[src/rtl/serializer_if.sv]
// Queue-side and serial-link signals of the serializer, bundled so the
// producer (queue/link model) and the serializer see one consistent view.
interface serializer_if #(
  parameter int WIDTH = 8,
  parameter int LEN_W = 4
);
  logic             enable_in;
  logic [LEN_W-1:0] len_in;
  logic [WIDTH-1:0] data_in;
  logic             rx_status_in;
  logic             dequeue_out;
  logic             serial_out;
  logic             write_out;
  logic             busy_out;
  logic             done_out;

  modport master (
    output enable_in, len_in, data_in, rx_status_in,
    input  dequeue_out, serial_out, write_out, busy_out, done_out
  );

  modport slave (
    input  enable_in, len_in, data_in, rx_status_in,
    output dequeue_out, serial_out, write_out, busy_out, done_out
  );
endinterface

[src/rtl/serializer.sv]
// Pops words from the queue head and shifts them out MSB first, one strobed
// bit per cycle when the receiver is ready; all outputs are registered.
module serializer #(
  parameter int WIDTH = 8,
  parameter int LEN_W = 4
) (
  input logic         clock,
  input logic         reset,
  serializer_if.slave bus
);

  typedef enum logic [1:0] {S_IDLE, S_SHIFT, S_DONE} state_t;

  localparam int                CNT_W    = $clog2(WIDTH) + 1;
  localparam logic [CNT_W-1:0]  LAST_BIT = CNT_W'(WIDTH - 1);

  state_t           r_state,   w_next_state;
  logic [WIDTH-1:0] r_shift,   w_shift_next;
  logic [CNT_W-1:0] r_bit_cnt, w_bit_cnt_next;
  logic             r_serial,  w_serial_next;
  logic             r_write,   w_write_next;
  logic             r_dequeue, w_dequeue_next;
  logic             r_busy,    w_busy_next;
  logic             r_done,    w_done_next;

  logic w_start;
  logic w_last;

  assign w_start = bus.enable_in && (bus.len_in != '0) && bus.rx_status_in;
  assign w_last  = (r_bit_cnt == LAST_BIT);

  // NOTE: sequential state uses non-blocking assignments only, so every
  // register samples the pre-edge value of every other register.
  always_ff @(posedge clock) begin
    if (reset) begin
      r_state   <= S_IDLE;
      r_shift   <= '0;
      r_bit_cnt <= '0;
      r_serial  <= 1'b0;
      r_write   <= 1'b0;
      r_dequeue <= 1'b0;
      r_busy    <= 1'b0;
      r_done    <= 1'b0;
    end else begin
      r_state   <= w_next_state;
      r_shift   <= w_shift_next;
      r_bit_cnt <= w_bit_cnt_next;
      r_serial  <= w_serial_next;
      r_write   <= w_write_next;
      r_dequeue <= w_dequeue_next;
      r_busy    <= w_busy_next;
      r_done    <= w_done_next;
    end
  end

  // NOTE: every combinational output gets a default before the case, so no
  // path leaves it unassigned and no latch is inferred.
  always_comb begin
    w_next_state = r_state;
    unique case (r_state)
      S_IDLE:  if (w_start) w_next_state = S_SHIFT;
      S_SHIFT: if (bus.rx_status_in && w_last) w_next_state = S_DONE;
      S_DONE:  w_next_state = S_IDLE;
      default: w_next_state = S_IDLE;
    endcase
  end

  // A receiver stall in SHIFT only clears the strobe; the word and count hold.
  always_comb begin
    w_shift_next   = r_shift;
    w_bit_cnt_next = r_bit_cnt;
    w_serial_next  = r_serial;
    w_write_next   = 1'b0;
    w_dequeue_next = 1'b0;
    w_busy_next    = r_busy;
    w_done_next    = 1'b0;
    unique case (r_state)
      S_IDLE: begin
        if (w_start) begin
          w_shift_next   = bus.data_in;
          w_bit_cnt_next = '0;
          w_dequeue_next = 1'b1;
          w_busy_next    = 1'b1;
        end
      end
      S_SHIFT: begin
        if (bus.rx_status_in) begin
          w_serial_next  = r_shift[WIDTH-1];
          w_write_next   = 1'b1;
          w_shift_next   = r_shift << 1;
          w_bit_cnt_next = r_bit_cnt + 1'b1;
        end
      end
      S_DONE: begin
        w_busy_next = 1'b0;
        w_done_next = 1'b1;
      end
      default: ;
    endcase
  end

  assign bus.dequeue_out = r_dequeue;
  assign bus.serial_out  = r_serial;
  assign bus.write_out   = r_write;
  assign bus.busy_out    = r_busy;
  assign bus.done_out    = r_done;

endmodule
[src/flat_wrapper.sv]
// flat-port wrapper written by rule: the top's interface ports become plain ports
module serializer_flat 
#(
  parameter int WIDTH = 8,
  parameter int LEN_W = 4
)
  (clock, reset, bus_enable_in, bus_len_in, bus_data_in, bus_rx_status_in, bus_dequeue_out, bus_serial_out, bus_write_out, bus_busy_out, bus_done_out);
  serializer_if #(.WIDTH(WIDTH), .LEN_W(LEN_W)) bus_i ();
  input logic clock;
  input logic reset;
  input wire logic [$bits(bus_i.enable_in)-1:0] bus_enable_in;
  input wire logic [$bits(bus_i.len_in)-1:0] bus_len_in;
  input wire logic [$bits(bus_i.data_in)-1:0] bus_data_in;
  input wire logic [$bits(bus_i.rx_status_in)-1:0] bus_rx_status_in;
  output wire logic [$bits(bus_i.dequeue_out)-1:0] bus_dequeue_out;
  output wire logic [$bits(bus_i.serial_out)-1:0] bus_serial_out;
  output wire logic [$bits(bus_i.write_out)-1:0] bus_write_out;
  output wire logic [$bits(bus_i.busy_out)-1:0] bus_busy_out;
  output wire logic [$bits(bus_i.done_out)-1:0] bus_done_out;
  assign bus_i.enable_in = bus_enable_in;
  assign bus_i.len_in = bus_len_in;
  assign bus_i.data_in = bus_data_in;
  assign bus_i.rx_status_in = bus_rx_status_in;
  assign bus_dequeue_out = bus_i.dequeue_out;
  assign bus_serial_out = bus_i.serial_out;
  assign bus_write_out = bus_i.write_out;
  assign bus_busy_out = bus_i.busy_out;
  assign bus_done_out = bus_i.done_out;
  serializer #(.WIDTH(WIDTH), .LEN_W(LEN_W)) u_core (.clock(clock), .reset(reset), .bus(bus_i));
endmodule
[config.mk]
export PLATFORM = sky130hd
export DESIGN_NAME = serializer_flat
export DESIGN_NICKNAME = d
export VERILOG_FILES = /design/src/rtl/serializer_if.sv /design/src/rtl/serializer.sv /design/src/flat_wrapper.sv
export SDC_FILE = /design/constraint.sdc
export NUM_CORES = 1
export LEC_CHECK = 0
export CAP_MARGIN = 20
export CELL_PAD_IN_SITES_DETAIL_PLACEMENT = 2
export CELL_PAD_IN_SITES_GLOBAL_PLACEMENT = 2
export CORE_MARGIN = 5
export CORE_UTILIZATION = 31
export DETAILED_ROUTE_END_ITERATION = 7
export PLACE_DENSITY_LB_ADDON = 0.1
export SYNTH_ARGS = -nofsm -noshare
export SYNTH_HDL_FRONTEND = slang
export SYNTH_SLANG_ARGS = --single-unit
[constraint.sdc]
create_clock -name clock -period 3.1 [get_ports clock]
set_input_delay 0.62 -clock clock [delete_from_list [all_inputs] [get_ports clock]]
set_output_delay 0.62 -clock clock [all_outputs]
set_load 0.005 [all_outputs]
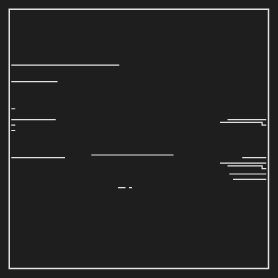
(run_1/met3.png)
Drawn at 4 px/µm.
wire length on this layer = 152 µm
nets with wire on the layer = 15
share of all routed wire = 6.1%

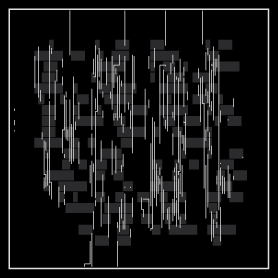
(run_1/met2.png)
Drawn at 4 px/µm.
wire length on this layer = 1150 µm
share of all routed wire = 46%

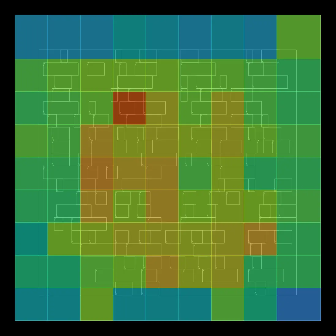
(run_1/final_congestion.png)
met1 usage in global routing: 16.1%
gr busiest metal: met2
Final Util: 40.8%
routing usage on met2: 21.9%
gr usage total: 13.5%

==> results.json, run 1 <==
{
  "syn_area_per_cell_um2": 9.29,
  "cts_resized": 0,
  "synth_warnings": 0,
  "tightest_slew_ps": 809,
  "ys_cells": 99,
  "hp-class": "flop to flop",
  "cts_root_buf": "clkbuf_4",
  "xor_share_pct": 0,
  "core_mm2": 0.00281,
  "syn2layout_area_growth_pct": 24.5,
  "clock-sinks": 19,
  "p_seq_uw": 266,
  "initialDrtViolationCount": 12,
  "grt_start_max_net_pins": 24,
  "compound_area_share_pct": 23.3,
  "crit-reg2reg-launch": "u_core.r_state[0]",
  "regArea_um2": 380,
  "synth_flops": 19,
  "nFillCells": 321,
  "cts_tree": "done",
  "warning_count": 26,
  "critPathKind": "input pin to flop",
  "setup_slack_ps": 1190,
  "crit_chain": "clkdlybuf4s50_1 > and3b_1 > a211oi_2 > a311oi_1",
  "fa_ha_area_share_pct": 1.36,
  "dp_hpwl_um": 1730,
  "power_density_mw_per_mm2": 416,
  "drt-total-wl_um": 2490,
  "clk_pin_slew_worst_paths_ps": 110,
  "finalHoldViolCount": 0,
  "cap_violations": 0,
  "worstSkewPairLatency_ps": 300,
  "power_uw": 476,
  "firstDrtPassIters": 3,
  "grt_pass1_vias": 880,
  "cts_buffer_depth": 2,
  "num_io_pins": 21,
  "cp_slowest_cell": "clkdlybuf4s50_1",
  "status": "complete, no violations",
  "finalCritPeriodShare_pct": 61.7,
  "startpoint_type": "input pin",
  "cts_hold_buf": 0,
  "post_drt_wl_per_cell_um": 16.9,
  "lay_top_count": "clkdlybuf4s50_1",
  "rsz0062_at_grt": "no"
}
[run 1: layout make-up]
cell class	count	share of cell area, %
clock buffer	4	2.30
inverter	1	0.328
multi-input combinational	71	42.6
sequential	19	33.2
tap	31	3.39
timing repair buffer	21	18.1
[run 1: path summary, 6_finish.rpt]
check                               end  slack [ps]  cells past startpoint
setup / recovery      u_core.r_shift[1]        1190                      4
hold / removal    u_core.bus.serial_out         470                      2
setup reg to reg      u_core.r_shift[1]        1580                      3
hold reg to reg   u_core.bus.serial_out         470                      2
[run 1: synthesized netlist by cell type]
cell type  count  share of area, %
a211oi_2       7               9.5
a21oi_1        4               2.2
a311oi_1       7               6.7
and3b_1        3               2.9
buf_2          2               1.1
buf_4          2               1.6
buf_6          1               1.2
clkbuf_1       3               1.2
dfxtp_1       19                41
ha_1           1               1.4
inv_1          1              0.41
mux2i_1        1               1.1
nand2_1       18               7.3
nand2b_1       6               4.1
nand3_1        1              0.54
nand3b_1       3               2.4
nand4b_1       1              0.95
nand4b_2       1               1.6
nor2_1         2              0.82
nor2b_1        4               2.7
nor3_1         1              0.54
nor3b_1        1              0.82
nor4_1         1              0.68
o211ai_1       1              0.82
o21ai_0        3               1.6
o21ai_1        1              0.54
o32ai_1        2               1.9
or3_1          1              0.68
or4_4          1               1.2
[run 1: sequential cells by signal, indices dropped and copies added, names as in the netlist]
register	count
u_core.bus.busy_out	1
u_core.bus.dequeue_out	1
u_core.bus.done_out	1
u_core.bus.serial_out	1
u_core.bus.write_out	1
u_core.r_bit_cnt	4
u_core.r_shift	8
u_core.r_state	2
[run 1: logic make-up after synthesis]
family	after synthesis
simple gates	44
compound gates	25
flops	19
buf+inv	9
mux	1
fa+ha+maj	1
==> inputs of run 2 (changes only) <==
--- a/config.mk
+++ b/config.mk
@@ -9,7 +9,7 @@
 export CELL_PAD_IN_SITES_DETAIL_PLACEMENT = 2
 export CELL_PAD_IN_SITES_GLOBAL_PLACEMENT = 2
 export CORE_MARGIN = 5
-export CORE_UTILIZATION = 31
+export CORE_UTILIZATION = 29
 export DETAILED_ROUTE_END_ITERATION = 7
 export PLACE_DENSITY_LB_ADDON = 0.1
 export SYNTH_ARGS = -nofsm -noshare
==> constraint.sdc (replaced) <==
create_clock -name clock -period 1.9 [get_ports clock]
set_input_delay 0.38 -clock clock [delete_from_list [all_inputs] [get_ports clock]]
set_output_delay 0.38 -clock clock [all_outputs]
set_load 0.005 [all_outputs]
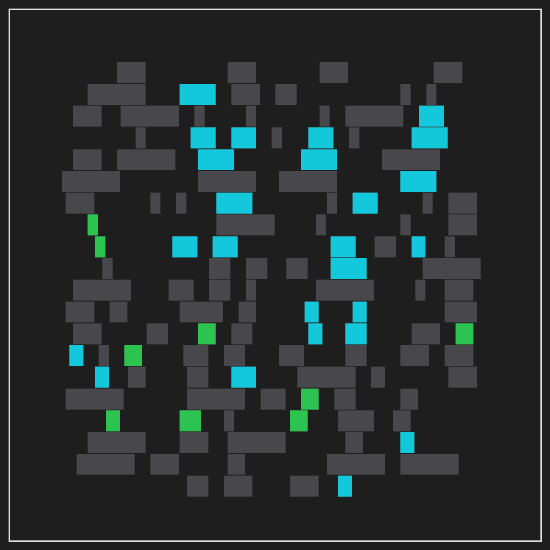
(run_2/gate_families.png)
Drawn at 8 px/µm.
green -> NOR gates  # cells 9
cyan -> inverting AOI/OAI gates  # cells 25

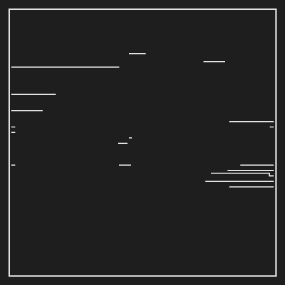
(run_2/met3.png)
Drawn at 4 px/µm.
nets with wire on the layer = 15
wire length on this layer = 136 µm

==> run 2 against run 1 <==
Net effect:
- global-route usage grew 0.073 points
- die area grew 5.8%
- worst hold slack is essentially flat
- combinational power grew 84%
- area after synthesis is the same
- largest cell class unchanged
==> results.json, run 2 <==
{
  "min_to": "u_core.bus.serial_out",
  "grt_pass1_vias": 907,
  "largest_reg_flops": 8,
  "syn2layout_area_growth_pct": 33.3,
  "tightest_slew_ps": 429,
  "rr_worst_depth": 3,
  "ys_cells": 99,
  "cts_hold_buf": 0,
  "cts_tree": "done",
  "clk_pin_slew_worst_paths_ps": 110,
  "cts_buffer_depth": 2,
  "dp_hpwl_um": 2020,
  "largest_register": "u_core.r_shift",
  "firstDrtPassIters": 4,
  "cts_root_buf": "clkbuf_4",
  "drt-total-wl_um": 2660,
  "clock-sinks": 19,
  "synth_flops": 19,
  "hp-class": "flop to flop",
  "yosys_most_used_dff": "dfxtp_1",
  "setup_slack_ps": 285,
  "rsz0062_at_grt": "no",
  "synth_warnings": 0,
  "syn_area_per_cell_um2": 9.29,
  "status": "complete, no violations",
  "hold_depth": 2,
  "r2r_end": "u_core.r_shift[4]",
  "critPathKind": "input pin to flop",
  "rrSetupSlack_ps": 550,
  "startpoint_type": "input pin",
  "crit-reg2reg-launch": "u_core.r_state[1]",
  "grt_start_max_net_pins": 12,
  "yosysTopAreaCellShare_pct": 41.4,
  "edf_count": 0,
  "cap_violations": 0
}
-- run 2: cell type report --
cell class | count | share of cell area (%)
well taps | 44 | 4.49
inverters | 1 | 0.306
repair buffers | 28 | 22.2
multi-input cells | 71 | 39.8
flip-flops and latches | 19 | 31.0
clock buffers | 4 | 2.14
-- run 2: stage by stage --
step                      cells  TNS (ps)  utilization, %
final                       167         0            40.2
after global routing        167         0            40.2
after CTS                   167         0            40.2
after detailed placement    163     -14.0            39.3
after global placement      163         0            39.3
after floorplan              99         0               -
-- run 2: how the worst max path moves through the flow --
stage                  startpoint                 to  slack [ps]  cells past startpoint
floorplan           bus_len_in[1]  u_core.r_shift[5]         500                      4
global placement    bus_len_in[1]  u_core.r_shift[4]          30                      4
detailed placement  bus_len_in[1]  u_core.r_shift[4]         -10                      5
CTS                 bus_len_in[1]  u_core.r_shift[4]         300                      5
global route        bus_len_in[1]  u_core.r_shift[7]         180                      5
finish              bus_len_in[1]  u_core.r_shift[4]         290                      5
-- run 2: cells by family after synthesis --
group / count (synthesis) / synth area share, %
buffers and inverters: 9 / 5.58
adders and majority gates: 1 / 1.36
AOI/OAI and AO/OA: 25 / 23.3
DFF: 19 / 41.4
muxes: 1 / 1.09
and+or+nand+nor: 44 / 27.3
-- run 2: per-layer routing --
| layer | track usage, % | routed length (µm) |
|---|---|---|
| met1 | 16.8 | 1250 |
| met2 | 21.6 | 1230 |
| met3 | 3.74 | 135 |
| met4 | 6.09 | 40 |
| met5 | 0 | 0 |
-- run 2: where the power goes --
part	internal [mW]	switching, mW	total, mW	leakage (nW)
Sequential	0.419	0.0143	0.433	0.155
Combinational	0.0829	0.0675	0.150	0.266
Clock	0.0819	0.132	0.214	0.0150
==> inputs of run 3 (changes only) <==
==> constraint.sdc (replaced) <==
create_clock -name clock -period 1.5 [get_ports clock]
set_input_delay 0.3 -clock clock [delete_from_list [all_inputs] [get_ports clock]]
set_output_delay 0.3 -clock clock [all_outputs]
set_load 0.005 [all_outputs]
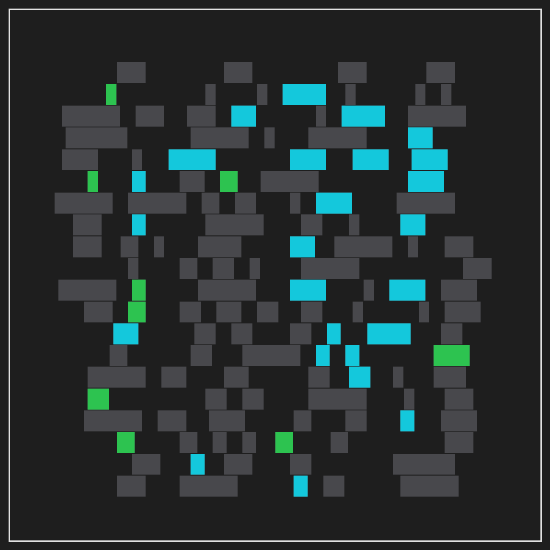
(run_3/gate_families.png)
Drawn at 8 px/µm.
green -> NOR gates  # cells 9
cyan -> inverting AOI/OAI gates  # cells 25

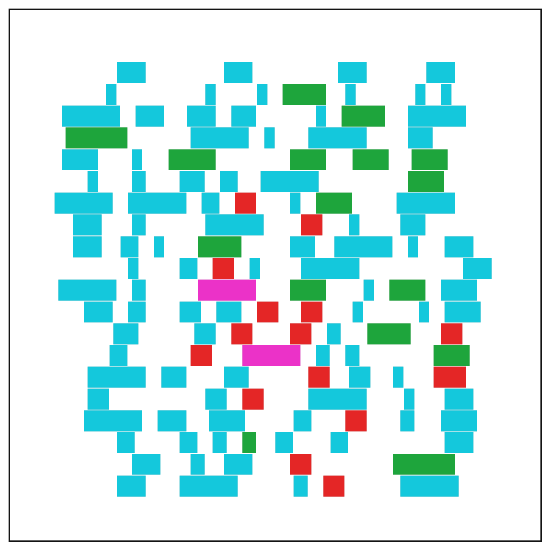
(run_3/drive_strength.png)
Drawn at 8 px/µm.
magenta -> drive 6 and up  # cells 2, share 1.6%
cyan -> drive 1 or less  # cells 95, share 74%
green -> drive 2  # cells 16, share 13%
red -> drive 3 to 4  # cells 15, share 12%

==> run 3 against run 2 <==
Net effect:
- combinational power is 43% higher
- cell count is 3.0% higher
- clock power is 28% higher
- routed wire length is 4.8% higher
- clock skew is 1.7 ps higher
- non-clock buffer count is 5 higher
- cell area is 7.9% higher
- sequential share of layout area is 2.1 points lower
- critical path type unchanged
- critical endpoint unchanged
- largest power group unchanged
- highest routed layer unchanged
==> results.json, run 3 <==
{
  "status": "complete, no violations",
  "grt_start_max_net_pins": 13,
  "largest_reg_flops": 8,
  "p_leak_nw": 0.516,
  "h-tree-depth": 1,
  "cts_tree": "done",
  "setup_tns_ps": 0,
  "viasPerCell": 4.96,
  "finalCritPeriodShare_pct": 96.3,
  "die_w_um": 66.3,
  "syn_area_per_cell_um2": 9.29,
  "yosysSeqAreaShare_pct": 41.4,
  "power_density_mw_per_mm2": 786,
  "power_mw": 1.04,
  "post_drt_wl_per_cell_um": 16.2,
  "placed_cells": 168,
  "drt-total-wl_um": 2790,
  "finalNonFillerCells": 172,
  "clock-sinks": 19,
  "common_cells": "dfxtp_1 (19), nand2_1 (18), a211oi_2 (7), a311oi_1 (7), nand2b_1 (6)",
  "cts_root_buf": "clkbuf_4",
  "hp-class": "flop to flop",
  "rrSetupSlack_ps": 120,
  "diodes": 0,
  "lay_top_count": "nand2_1",
  "top_cells_by_area": "dfxtp_1 (41%), a211oi_2 (9.5%), nand2_1 (7.3%)",
  "async_flop_share_pct": 0,
  "core_mm2": 0.00305,
  "cts_resized": 0,
  "setup_slack_ps": 55.1,
  "worstSkewPairLatency_ps": 300,
  "dp_hpwl_um": 2120,
  "finalSetupViolCount": 0,
  "crit_chain": "clkdlybuf4s50_1 > nor4_2 > buf_4 > o21ai_1 > buf_4 > a311oi_2",
  "regArea_um2": 383,
  "grt_util_all_layers_pct": 14.2,
  "ant_nets": 0,
  "num_io_pins": 21,
  "synth_flops": 19,
  "logic_area_um2": 520,
  "placedInstanceArea_mm2": 0.00125,
  "cp_slowest_cell": "clkdlybuf4s50_1",
  "warning_count": 26,
  "reg_top3": "u_core.r_shift x8, u_core.r_bit_cnt x4, u_core.r_state x2",
  "cts_hold_buf": 0,
  "nFillCells": 350,
  "fin_util_pct": 43.3,
  "tightest_slew_ps": 418,
  "rsz0062_at_grt": "no",
  "netlist_area_um2": 920,
  "initialDrtViolationCount": 31,
  "syn2layout_area_growth_pct": 43.8,
  "ys_cells": 99,
  "cap_violations": 0,
  "firstDrtPassIters": 4,
  "largest_register": "u_core.r_shift",
  "yosys_most_used_dff": "dfxtp_1",
  "most_common_cell": "dfxtp_1",
  "synth_warnings": 0,
  "layout.nets": 146,
  "largest_area_cell": "dfxtp_1",
  "clk_pin_slew_worst_paths_ps": 120,
  "critPathKind": "input pin to flop",
  "yosysTopAreaCellShare_pct": 41.4,
  "grt_pass1_vias": 933,
  "finalHoldViolCount": 0,
  "cts_buffer_depth": 2,
  "edf_count": 0,
  "startpoint_type": "input pin"
}
==> run 3: cell types whose count changed in the layout (fill, tap and decap cells not counted), sizes merged <==
cell           delta
dlymetal6s2s      +4
buf               +5
clkbuf            -1
clkinv            +1
clkdlybuf4s50     -4
==> run 3: kinds of logic (layout without fill, tap and decap cells) <==
| logic type | Yosys count | in the layout | share of synthesized area, % |
|---|---|---|---|
| buffers and inverters | 9 | 38 | 5.58 |
| DFF | 19 | 19 | 41.4 |
| AOI/OAI and AO/OA | 25 | 25 | 23.3 |
| and+or+nand+nor | 44 | 44 | 27.3 |
| adders and majority gates | 1 | 1 | 1.36 |
| muxes | 1 | 1 | 1.09 |
==> run 3: layer usage <==
metal,share of wire [%],up-vias,track usage (%)
met1,47,412,18.1
met3,4.3,4,3.06
li1,-,420,-
met5,0,-,0
met4,1.5,0,6.09
met2,47,17,22.9
==> run 3: path summary, 6_finish.rpt <==
| kind | from | endpoint | cells past startpoint |
|---|---|---|---|
| max reg2reg | u_core.r_state[1] | u_core.r_shift[4] | 3 |
| min reg2reg | u_core.bus.serial_out | u_core.bus.serial_out | 2 |
| max | bus_len_in[1] | u_core.r_shift[4] | 6 |
| min | u_core.bus.serial_out | u_core.bus.serial_out | 2 |
==> run 3: power by group <==
group / switching [mW] / internal [mW] / leakage (nW)
Combinational: 0.0964 / 0.119 / 0.342
Clock: 0.174 / 0.0994 / 0.0177
Sequential: 0.0185 / 0.531 / 0.156
Total: 0.289 / 0.750 / 0.516
==> run 3: layout make-up <==
cell class | count | share of cell area (%)
well taps | 44 | 4.16
repair buffers | 33 | 25.2
clock inverters | 1 | 0.378
inverters | 1 | 0.284
multi-input cells | 71 | 39.4
flip-flops and latches | 19 | 28.9
clock buffers | 3 | 1.70
Power is estimated from default activity; no workload was simulated.
